**config.mk**
```make
export PLATFORM = sky130hd
export DESIGN_NAME = shift_sequencer_flat
export DESIGN_NICKNAME = d
export VERILOG_FILES = /design/src/rtl/shift_seq_pkg.sv /design/src/rtl/shift_sequencer_if.sv /design/src/rtl/reversal32.sv /design/src/rtl/shift_sequencer.sv /design/src/flat_wrapper.sv
export SDC_FILE = /design/constraint.sdc
export NUM_CORES = 1
export LEC_CHECK = 0
export CAP_MARGIN = 20
export CORE_MARGIN = 2
export CORE_UTILIZATION = 43
export DETAILED_ROUTE_END_ITERATION = 7
export PLACE_DENSITY_LB_ADDON = 0.08
export SYNTH_ARGS = -nofsm -noshare
export SYNTH_HDL_FRONTEND = slang
export SYNTH_SLANG_ARGS = --single-unit
```
**constraint.sdc**
```tcl
create_clock -name clk -period 2.9 [get_ports clk]
set_clock_uncertainty 0.15 [all_clocks]
set_input_delay 0.29 -clock clk [delete_from_list [all_inputs] [get_ports clk]]
set_output_delay 0.29 -clock clk [all_outputs]
set_load 0.02 [all_outputs]
```
**src/rtl/shift_seq_pkg.sv**
```systemverilog
// Shared constants, op codes, FSM encoding and bit-reversal helper for shift_sequencer.
package shift_seq_pkg;

  localparam int unsigned DATA_W  = 32;
  localparam int unsigned SHAMT_W = 5;
  localparam int unsigned OP_W    = 2;

  typedef enum logic [OP_W-1:0] {
    OP_SLL = 2'b00,
    OP_SRL = 2'b01,
    OP_SRA = 2'b10,
    OP_REV = 2'b11
  } op_e;

  typedef enum logic [2:0] {
    ST_IDLE  = 3'd0,
    ST_PRE   = 3'd1,
    ST_SHIFT = 3'd2,
    ST_POST  = 3'd3,
    ST_DONE  = 3'd4
  } state_e;

  function automatic logic [DATA_W-1:0] bit_reverse(input logic [DATA_W-1:0] d);
    logic [DATA_W-1:0] r;
    r = '0;
    for (int i = 0; i < DATA_W; i++) begin
      r[i] = d[DATA_W-1-i];
    end
    return r;
  endfunction

endpackage

```
**src/rtl/shift_sequencer_if.sv**
```systemverilog
// Request/result handshake bundle between the ALU and shift_sequencer.
interface shift_sequencer_if;
  import shift_seq_pkg::*;

  logic                  in_valid;
  logic                  in_ready;
  logic [OP_W-1:0]       op;
  logic [DATA_W-1:0]     a;
  logic [SHAMT_W-1:0]    shamt;
  logic                  out_valid;
  logic                  out_ready;
  logic [DATA_W-1:0]     result;
  logic                  busy;

  modport master (
    output in_valid, op, a, shamt, out_ready,
    input  in_ready, out_valid, result, busy
  );

  modport slave (
    input  in_valid, op, a, shamt, out_ready,
    output in_ready, out_valid, result, busy
  );

endinterface

```
**src/rtl/reversal32.sv**
```systemverilog
// 32-bit bit-reversal datapath; passes data through unchanged when i_sel is low.
module reversal32
  import shift_seq_pkg::*;
(
  input  logic              i_sel,
  input  logic [DATA_W-1:0] i_data,
  output logic [DATA_W-1:0] o_data_c
);

  always_comb begin
    o_data_c = i_data;
    if (i_sel) begin
      o_data_c = bit_reverse(i_data);
    end
  end

endmodule

```
**src/rtl/shift_sequencer.sv**
```systemverilog
// Multi-cycle shift controller: SLL/SRL/SRA/REV via reverse + 1-bit left shifts + reverse.
// Optional build macro SHIFT_SEQ_SRA_EN enables the arithmetic fill for op SRA.
module shift_sequencer
  import shift_seq_pkg::*;
(
  input  logic               clk,
  input  logic               rst_n,
  shift_sequencer_if.slave   bus
);

  state_e              r_state;
  op_e                 r_op;
  logic [DATA_W-1:0]   r_wr;
  logic [SHAMT_W-1:0]  r_cnt;
  logic                r_in_ready;
  logic                r_out_valid;
  logic                r_busy;
  logic [DATA_W-1:0]   r_result;

  logic                w_fill;
  logic                w_accept;
  logic                w_rev_sel;
  logic [DATA_W-1:0]   w_rev_out;
  logic [DATA_W-1:0]   w_shifted;

  assign w_accept  = (r_state == ST_IDLE) && r_in_ready && bus.in_valid;
  assign w_rev_sel = (r_state == ST_PRE) || (r_state == ST_POST);
  assign w_shifted = {r_wr[DATA_W-2:0], w_fill};

`ifdef SHIFT_SEQ_SRA_EN
  logic r_fill;

  // Sign bit captured at accept so SRA shifts in copies of it.
  always_ff @(posedge clk or negedge rst_n) begin
    if (!rst_n) begin
      r_fill <= 1'b0;
    end else if (w_accept) begin
      r_fill <= (bus.op == OP_SRA) ? bus.a[DATA_W-1] : 1'b0;
    end
  end

  assign w_fill = r_fill;
`else
  assign w_fill = 1'b0;
`endif

  reversal32 u_reversal32 (
    .i_sel    (w_rev_sel),
    .i_data   (r_wr),
    .o_data_c (w_rev_out)
  );

  // FSM, working register, counter and registered handshake outputs.
  always_ff @(posedge clk or negedge rst_n) begin
    if (!rst_n) begin
      r_state     <= ST_IDLE;
      r_op        <= OP_SLL;
      r_wr        <= '0;
      r_cnt       <= '0;
      r_in_ready  <= 1'b1;
      r_out_valid <= 1'b0;
      r_busy      <= 1'b0;
      r_result    <= '0;
    end else begin
      case (r_state)
        ST_IDLE: begin
          if (w_accept) begin
            r_wr       <= bus.a;
            r_cnt      <= bus.shamt;
            r_op       <= op_e'(bus.op);
            r_busy     <= 1'b1;
            r_in_ready <= 1'b0;
            if (bus.op == OP_SLL) begin
              if (bus.shamt == '0) begin
                r_state     <= ST_DONE;
                r_out_valid <= 1'b1;
                r_result    <= bus.a;
              end else begin
                r_state <= ST_SHIFT;
              end
            end else begin
              r_state <= ST_PRE;
            end
          end
        end

        ST_PRE: begin
          r_wr <= w_rev_out;
          if (r_op == OP_REV) begin
            r_state     <= ST_DONE;
            r_out_valid <= 1'b1;
            r_result    <= w_rev_out;
          end else if (r_cnt != '0) begin
            r_state <= ST_SHIFT;
          end else begin
            r_state <= ST_POST;
          end
        end

        ST_SHIFT: begin
          r_wr  <= w_shifted;
          r_cnt <= SHAMT_W'(r_cnt - SHAMT_W'(1));
          if (r_cnt == SHAMT_W'(1)) begin
            if (r_op == OP_SLL) begin
              r_state     <= ST_DONE;
              r_out_valid <= 1'b1;
              r_result    <= w_shifted;
            end else begin
              r_state <= ST_POST;
            end
          end
        end

        ST_POST: begin
          r_wr        <= w_rev_out;
          r_state     <= ST_DONE;
          r_out_valid <= 1'b1;
          r_result    <= w_rev_out;
        end

        ST_DONE: begin
          // Return to IDLE only; the next accept happens one cycle later.
          if (bus.out_ready) begin
            r_state     <= ST_IDLE;
            r_out_valid <= 1'b0;
            r_result    <= '0;
            r_busy      <= 1'b0;
            r_in_ready  <= 1'b1;
          end
        end

        default: begin
          r_state     <= ST_IDLE;
          r_out_valid <= 1'b0;
          r_result    <= '0;
          r_busy      <= 1'b0;
          r_in_ready  <= 1'b1;
        end
      endcase
    end
  end

  assign bus.in_ready  = r_in_ready;
  assign bus.out_valid = r_out_valid;
  assign bus.busy      = r_busy;
  assign bus.result    = r_result;

endmodule
```
**src/flat_wrapper.sv**
```systemverilog
// flat-port wrapper written by rule: the top's interface ports become plain ports
module shift_sequencer_flat import shift_seq_pkg::*;
  (clk, rst_n, bus_in_valid, bus_op, bus_a, bus_shamt, bus_out_ready, bus_in_ready, bus_out_valid, bus_result, bus_busy);
  shift_sequencer_if bus_i ();
  input  logic clk;
  input  logic rst_n;
  input wire logic [$bits(bus_i.in_valid)-1:0] bus_in_valid;
  input wire logic [$bits(bus_i.op)-1:0] bus_op;
  input wire logic [$bits(bus_i.a)-1:0] bus_a;
  input wire logic [$bits(bus_i.shamt)-1:0] bus_shamt;
  input wire logic [$bits(bus_i.out_ready)-1:0] bus_out_ready;
  output wire logic [$bits(bus_i.in_ready)-1:0] bus_in_ready;
  output wire logic [$bits(bus_i.out_valid)-1:0] bus_out_valid;
  output wire logic [$bits(bus_i.result)-1:0] bus_result;
  output wire logic [$bits(bus_i.busy)-1:0] bus_busy;
  assign bus_i.in_valid = bus_in_valid;
  assign bus_i.op = bus_op;
  assign bus_i.a = bus_a;
  assign bus_i.shamt = bus_shamt;
  assign bus_i.out_ready = bus_out_ready;
  assign bus_in_ready = bus_i.in_ready;
  assign bus_out_valid = bus_i.out_valid;
  assign bus_result = bus_i.result;
  assign bus_busy = bus_i.busy;
  shift_sequencer u_core (.clk(clk), .rst_n(rst_n), .bus(bus_i));
endmodule
```
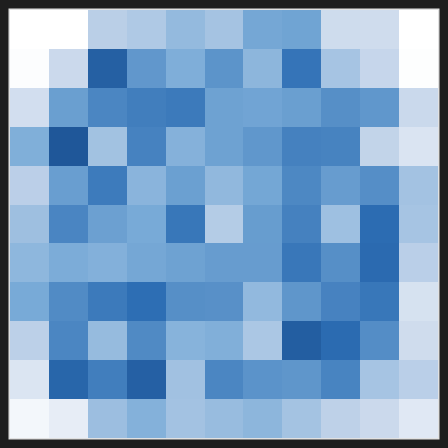
run_1/density.png
The die is cut into 11 by 11 equal tiles; white is low, dark blue is high, 0 to 100% covered.
nearly empty tiles: 4.1%
mean over tiles: 48%
tiles over 75% full: 6.6%
fullest tile: 84%
FP Core Util: 43.7%
Core Region: 10800 µm²
fin util: 53.7%

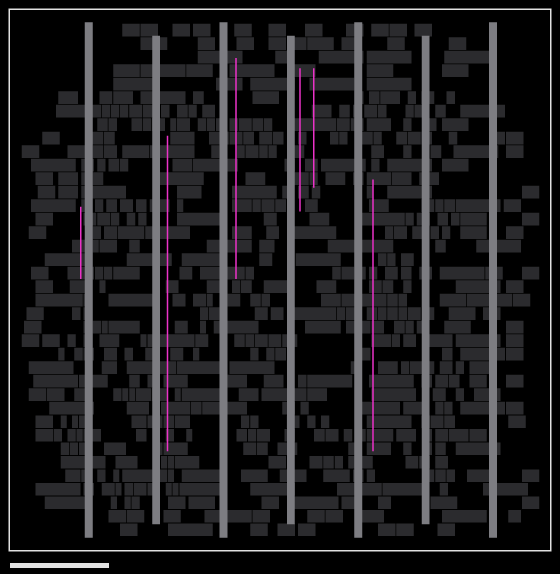
run_1/met4.png
Bar = 20 µm. Supply wires on this layer in grey.
wire length on this layer: 229 µm
main direction: vertical
longest straight run: 63.2 µm
share of all routed wire: 2.1%
Vias: 3872
sum of routed wire length over all layers: 11100 µm

==> flow_metrics.tcl, run 1 <==
# metrics dict for downstream scripts
set metrics [dict create \
    half_perimeter_wire_length_of_the_detailed_placement_result_um 7430 \
    intPower_mw 3.96 \
    worstPathRequired_ps 2990 \
    synth_largest_type_area_fraction_pct 40.3 \
    synth.logic.top_family "AND-OR/OR-AND gates" \
    grtUsageTotal_pct 20.0 \
    flop-count 77 \
    cts_resized 0 \
    top_layer "met4" \
    run_status "completed" \
    lay_top_count "sky130_fd_sc_hd__clkdlybuf4s50_1" \
    synth.cellmix.adderShare_pct 0.530 \
    yosysSeqAreaShare_pct 40.8 \
    seq_cell_power_mw 2.18 \
    met2_usage_pct 31.7 \
    critPathLaunchType "register" \
    detail_route.vias_per_cell 5.67 \
    async_reset_ff_share_pct 100 \
    final-instance-count-excl-fill 683 \
    dpl_cell_area_um2 5620 \
    postSynthAreaPerCell_um2 9.98 \
    comb_power_mw 3.76 \
    postSynthCellCount 473 \
    drt_drc_violations_left 0 \
    pwr-share-seq_pct 32.8 \
    actual_transition_at_the_worst_max_transition_pin_ps 544 \
    insertion_delay_ps 360 \
    io_pins 78 \
    vdd_ir_drop_max_mv 0.590 \
    cts_made_buffers 9 \
    nonClkBufAreaFrac_pct 15.6 \
    inserted_tap_cell_count 140 \
    crit-reg2reg-capture "u_core.bus.result[17]" \
    preCtsSetupSlack_ps 285 \
    synth_top_cell_by_count "sky130_fd_sc_hd__dfrtp_1" \
    synth_compound_gate_area_share_pct 20.9 \
    grt_start_max_net_pins 50 \
    nNetsFinal 583 \
    crit_top_cell "sky130_fd_sc_hd__buf_4" \
    chipWidth_um 109 \
    xor_area_share_pct 0 \
    final.fill_count 1003 \
    critPathSlowestCell "sky130_fd_sc_hd__dfrtp_2" \
    routed-wl-met3_um 472 \
    global_route.peak_usage_layer "met2" \
    syn2layout_area_growth_pct 22.7 \
    clockPowerShare_pct 10.8 \
    sh_comb_area_pct 45.0 \
    ys_sh_mux_pct 17.6 \
    hold_viol 0 \
    synth_area_um2 4720 \
    use_met1_pct 27.1 \
    vias_in_the_first_global_route 3768 \
    rsz0062_at_grt "no" \
    setup.worst_path.class "register to register" \
    area_taken_by_multi_input_logic_gates_um2 2610 \
    mostFrequentLayoutCells "sky130_fd_sc_hd__clkdlybuf4s50_1 (76), sky130_fd_sc_hd__dfrtp_1 (73), sky130_fd_sc_hd__nor2b_1 (60), sky130_fd_sc_hd__a21oi_1 (38), sky130_fd_sc_hd__o21ai_0 (36)" \
    yosysUniqueCellTypes 39 \
    met2WireLength_um 5090 \
    regArea_um2 1930 \
    worst_setup_path_endpoint "u_core.bus.result[17]" \
    timing.critical_path.arrival_ps 2510 \
    path_buffers 2 \
    post_synth_most_frequent_cells "sky130_fd_sc_hd__dfrtp_1 (76), sky130_fd_sc_hd__nor2b_1 (62), sky130_fd_sc_hd__a21oi_1 (39), sky130_fd_sc_hd__o21ai_0 (36), sky130_fd_sc_hd__nor3_1 (34)" \
    cp_cell_sequence "nor2_1 -> buf_4 -> o211a_4 -> a2111oi_4 -> buf_4 -> mux2_2" \
    post_cts.repair.setup_buffers 0 \
    drive_above_1_share_pct 19.0 \
    route.antenna.remaining_nets 0 \
    hp-class "primary input to asynchronous set/reset pin" \
    number_of_max_cap_violations 0 \
    beginning_of_the_worst_register_to_register_path "u_core.r_state[0]" \
    cts_sinks 77 \
    detail_route.first_pass.iterations 5 \
    gp_routability_congestion 0.823 \
    critPathMaxFanout 24 \
    cts.hold.buffers_added 1 \
    synth_top_cell_by_area "sky130_fd_sc_hd__dfrtp_1" \
    htreeDepth 3 \
    routed_wire_length_per_instance_um 16.3 \
    comb.multi_input.count 352 \
    yosysWarningCount 0 \
    overflow 0 \
    cellLeakagePower_nw 2.24 \
    min_period_ps 2420 \
    synth_chip_area_um2 4720 \
    fin_setup_tns_ps 0 \
    critical_path_depth 6 \
    slew_violations 0 \
    final-setup-viol-count 0 \
    post_synthesis_register_bit_count 77 \
    power_leader "combinational cells" \
    clk_root_buf "sky130_fd_sc_hd__clkbuf_8" \
    timing.critical_path.slowest_cell_delay_ps 600 \
    sw_frac_of_total_pct 40.5 \
    max_freq_ghz 0.414 \
    holdWs_ps 306 \
    relSlewSlack_pct 63.7 \
    netlist_top_cells_area "sky130_fd_sc_hd__dfrtp_1 (40%), sky130_fd_sc_hd__mux2_4 (9.5%), sky130_fd_sc_hd__nor2b_1 (8.2%)" \
    worstSetupEndpointType "register" \
    die_h_um 109 \
    ff_type "sky130_fd_sc_hd__dfrtp_1" \
    route.layer.met1.wl_um 5330 \
    grt_use_met3_pct 3.11 \
    clock_cell_area_share_pct 2.76 \
    clk_pin_slew_worst_setup_hold_paths_ps 80 \
    comb_power_share_pct 56.4 \
    power_mw 6.65 \
    grt_pass1_wl_um 18500 \
    switching_power_mw 2.69 \
    dpl.cell_count 666 \
    setup_ws_ps 483 \
    number_of_warning_messages_in_the_logs 27 \
    edf_count 0 \
    power_per_cell_area_nw_per_um2 1150 \
    syn_nets 518 \
    clockBufferDepth 2 \
    critPathTopFamily "flip-flops" \
    power_clock_uw 719 \
    chipArea_um2 11800 \
    synth.cellmix.simpleShare_pct 15.8 \
    antenna-diode-count 0 \
    antenna_found_initial 0 \
    final_min_period_over_clock_period_pct 83.3 \
    top_area_cell_class "multi-input combinational cells" \
    r2r.worst_path.cells 6 \
]
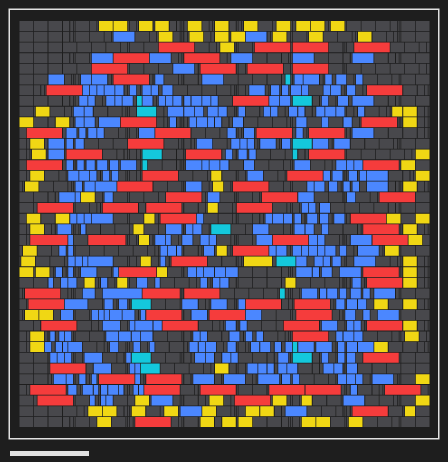
run_1/cell_classes.png
Bar = 20 µm. Fill, decap, tap and diode cells in grey.
[clock drivers and dummy loads] cyan | cells: 16
[all other logic] blue | cells: 357
[flip-flops] red | cells: 77
[other buffers and delay cells] yellow | cells: 93
post-layout instance area: 5790 µm²
Site Rows: 38
Seq area share: 33.3%

run_1/met1.png
Supply wires on this layer in grey.
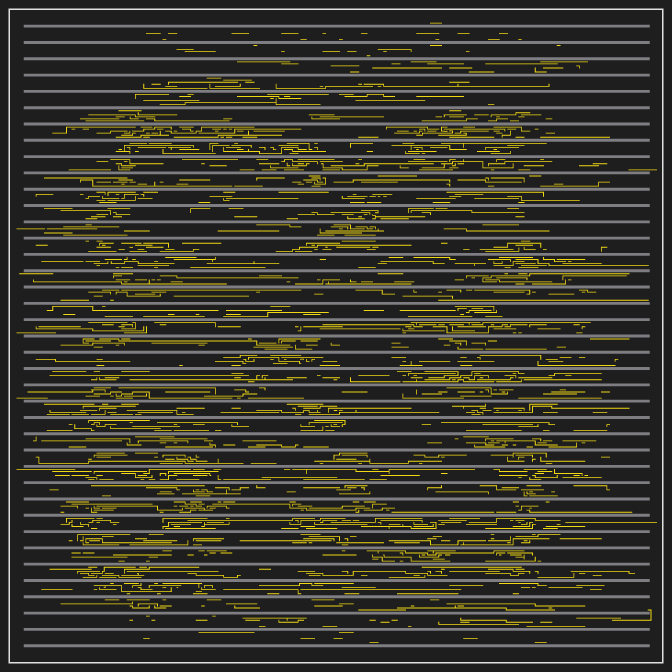

==> run 2, diff against run 1 <==
- clock period: 2.9 -> 2.4 ns (I/O delays scaled with it)
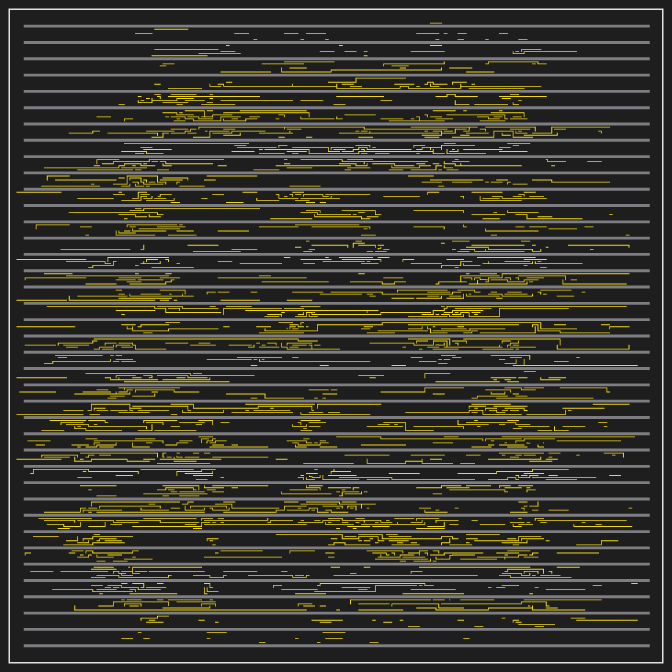
run_2/met1.png
Supply wires on this layer in grey.
wire length on this layer: 5490 µm
longest straight run: 38.6 µm
Vias: 3925
global-route track usage on met1: 27.4%
sum of routed wire length over all layers: 11100 µm

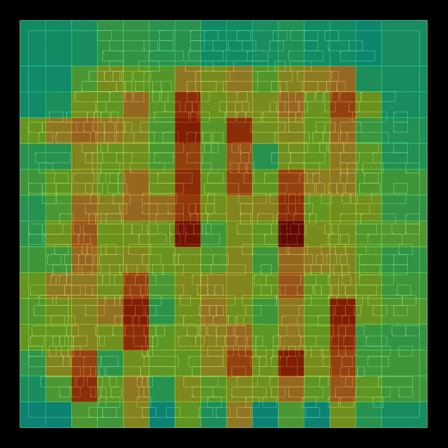
run_2/final_congestion.png
Total GRT Usage: 20.0%
detail-routed net length per standard cell: 16.1 µm
fin util: 55.1%
global-route track usage on met2: 31.6%
most heavily used metal layer in global routing: met2

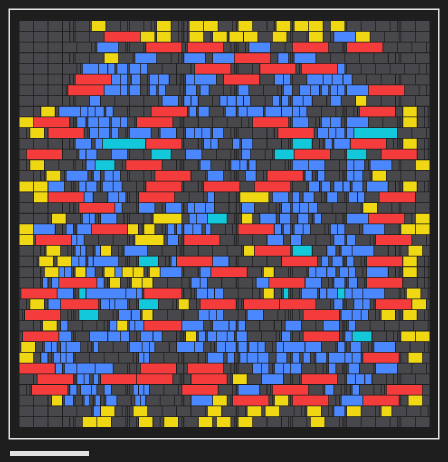
run_2/cell_classes.png
Bar = 20 µm. Fill, decap, tap and diode cells in grey.
[clock drivers and dummy loads] cyan | cells: 16
[other buffers and delay cells] yellow | cells: 102
[flip-flops] red | cells: 77
[all other logic] blue | cells: 357
Seq area share: 32.5%
post-layout instance area: 5950 µm²

==> run 2 against run 1 <==
  * Largest cell class unchanged
  * Design area up 2.7%
  * Critical path type unchanged
  * Sequential power up 18%
  * Critical path depth is the same
  * Critical endpoint unchanged
  * Global-route usage about the same
  * Synthesized cell count is the same
  * Final cell count up 1.3%
  * Via count up 1.4%
  * Sequential share of layout area down 0.88 points
  * Register-to-register slack worse by 370 ps
==> flow_metrics.tcl, run 2 <==
# metrics dict for downstream scripts
set metrics [dict create \
    run_status "completed" \
    cts_made_buffers 9 \
    grt_start_max_net_pins 51 \
    power_mw 8.44 \
    post_synthesis_register_bit_count 77 \
    postSynthCellCount 473 \
    met2WireLength_um 5090 \
    overflow 0 \
    critical_path_depth 6 \
    inserted_tap_cell_count 140 \
    core_util_floorplan_pct 43.7 \
    grt_pass1_wl_um 18600 \
    crit_top_cell "sky130_fd_sc_hd__buf_4" \
    synth.cellmix.adderShare_pct 0.530 \
    critPathMaxFanout 21 \
    crit_start "u_core.r_state[0]" \
    clk_root_buf "sky130_fd_sc_hd__clkbuf_8" \
    mostFrequentLayoutCells "sky130_fd_sc_hd__clkdlybuf4s50_1 (76), sky130_fd_sc_hd__dfrtp_1 (73), sky130_fd_sc_hd__nor2b_1 (60), sky130_fd_sc_hd__a21oi_1 (38), sky130_fd_sc_hd__o21ai_0 (36)" \
    top_area_cell_class "multi-input combinational cells" \
    pwr-share-seq_pct 30.6 \
    r2r.worst_path.cells 6 \
    sw_frac_of_total_pct 39.2 \
    synth_top_cell_by_count "sky130_fd_sc_hd__dfrtp_1" \
    clk_pin_slew_worst_setup_hold_paths_ps 80 \
    timing.critical_path.arrival_ps 2380 \
    final-setup-viol-count 0 \
    cp_cell_sequence "buf_4 -> nor2_1 -> o211a_4 -> a2111oi_4 -> buf_4 -> mux2_2" \
    hp-class "primary input to asynchronous set/reset pin" \
    preCtsSetupSlack_ps -75.9 \
    comb.multi_input.count 352 \
    intPower_mw 5.13 \
    fin_setup_tns_ps 0 \
    setup.reg_to_reg.worst_slack_ps 120 \
    async_reset_ff_share_pct 100 \
    chipWidth_um 109 \
    timing.critical_path.slowest_cell_delay_ps 410 \
    flop-count 77 \
    critPathSlowestCell "sky130_fd_sc_hd__dfrtp_2" \
    clockBufferDepth 2 \
    sh_comb_area_pct 43.8 \
    clockPowerShare_pct 13.3 \
    power_per_cell_area_nw_per_um2 1420 \
    initialDrtViolationCount 209 \
    comb_power_mw 4.73 \
    max_freq_ghz 0.438 \
    relSlewSlack_pct 62.5 \
    fp.coreArea_um2 10800 \
    lay_top_count "sky130_fd_sc_hd__clkdlybuf4s50_1" \
    setup.worst_path.class "register to register" \
    final.fill_count 972 \
    cts_tree "built" \
    clock_cell_area_share_pct 3.78 \
    edf_count 0 \
    synth-cells-yosys 473 \
    ff_type "sky130_fd_sc_hd__dfrtp_1" \
    comb_power_share_pct 56.1 \
    routed-wl-met3_um 421 \
    buffer_ports.inserted 77 \
    detail_route.vias_per_cell 5.67 \
    synth.cellmix.simpleShare_pct 15.8 \
    path_buffers 2 \
    antenna-diode-count 0 \
    setup_ws_ps 116 \
    chipArea_um2 11800 \
    inv_count 5 \
    cts.hold.buffers_added 1 \
    dpl_cell_area_um2 5720 \
    crit-reg2reg-capture "u_core.bus.result[17]" \
    power_leader "combinational cells" \
    yosysWarningCount 0 \
    xor_area_share_pct 0 \
    yosysSeqAreaShare_pct 40.8 \
    number_of_warning_messages_in_the_logs 27 \
    num-clock-buffers 12 \
    number_of_max_cap_violations 0 \
    regArea_um2 1930 \
    worstSetupEndpointType "register" \
    slew_violations 0 \
    postSynthAreaPerCell_um2 9.98 \
    layout.non_clock_buffers 102 \
    beginning_of_the_worst_register_to_register_path "u_core.r_state[0]" \
    drive_above_1_share_pct 21.2 \
    syn_nets 518 \
    final_min_period_over_clock_period_pct 95.2 \
    post_synth_most_frequent_cells "sky130_fd_sc_hd__dfrtp_1 (76), sky130_fd_sc_hd__nor2b_1 (62), sky130_fd_sc_hd__a21oi_1 (39), sky130_fd_sc_hd__o21ai_0 (36), sky130_fd_sc_hd__nor3_1 (34)" \
    die_h_um 109 \
    seq_cell_power_mw 2.58 \
    actual_transition_at_the_worst_max_transition_pin_ps 562 \
    area_taken_by_multi_input_logic_gates_um2 2610 \
    power_clock_mw 1.12 \
    syn2layout_area_growth_pct 26.1 \
    ys_sh_mux_pct 17.6 \
    synth_compound_gate_area_share_pct 20.9 \
    io_pins 78 \
    gp_routability_congestion 0.794 \
    dpl.cell_count 675 \
    worst_setup_path_endpoint "u_core.bus.result[17]" \
    htreeDepth 3 \
    nNetsFinal 592 \
    switching_power_mw 3.31 \
    final-instance-count-excl-fill 692 \
    synth_chip_area_um2 4720 \
    yosysUniqueCellTypes 39 \
    insertion_delay_ps 360 \
    synth_top_cell_by_area "sky130_fd_sc_hd__dfrtp_1" \
    antenna_found_initial 0 \
    top_layer "met4" \
    vias_in_the_first_global_route 3757 \
    critPathLaunchType "register" \
    min_period_ps 2280 \
    route.layer.met1.wl_um 5490 \
    synth_largest_type_area_fraction_pct 40.3 \
    rsz0062_at_grt "no" \
    netlist_top_cells_area "sky130_fd_sc_hd__dfrtp_1 (40%), sky130_fd_sc_hd__mux2_4 (9.5%), sky130_fd_sc_hd__nor2b_1 (8.2%)" \
    vdd_ir_drop_max_mv 0.686 \
    detail_route.first_pass.iterations 4 \
    rows 38 \
    post_cts.repair.setup_buffers 0 \
    cts_sinks 77 \
    hold_viol 0 \
    worstPathRequired_ps 2490 \
    synth_area_um2 4720 \
    holdWs_ps 247 \
    synth.logic.top_family "AND-OR/OR-AND gates" \
    grt_use_met3_pct 4.48 \
    cellLeakagePower_nw 2.33 \
    cts_resized 0 \
    half_perimeter_wire_length_of_the_detailed_placement_result_um 7520 \
    critPathTopFamily "buffers and inverters" \
    nonClkBufAreaFrac_pct 16.7 \
    route.antenna.remaining_nets 0 \
    drt_drc_violations_left 0 \
]
Power and IR drop assume default switching activity.
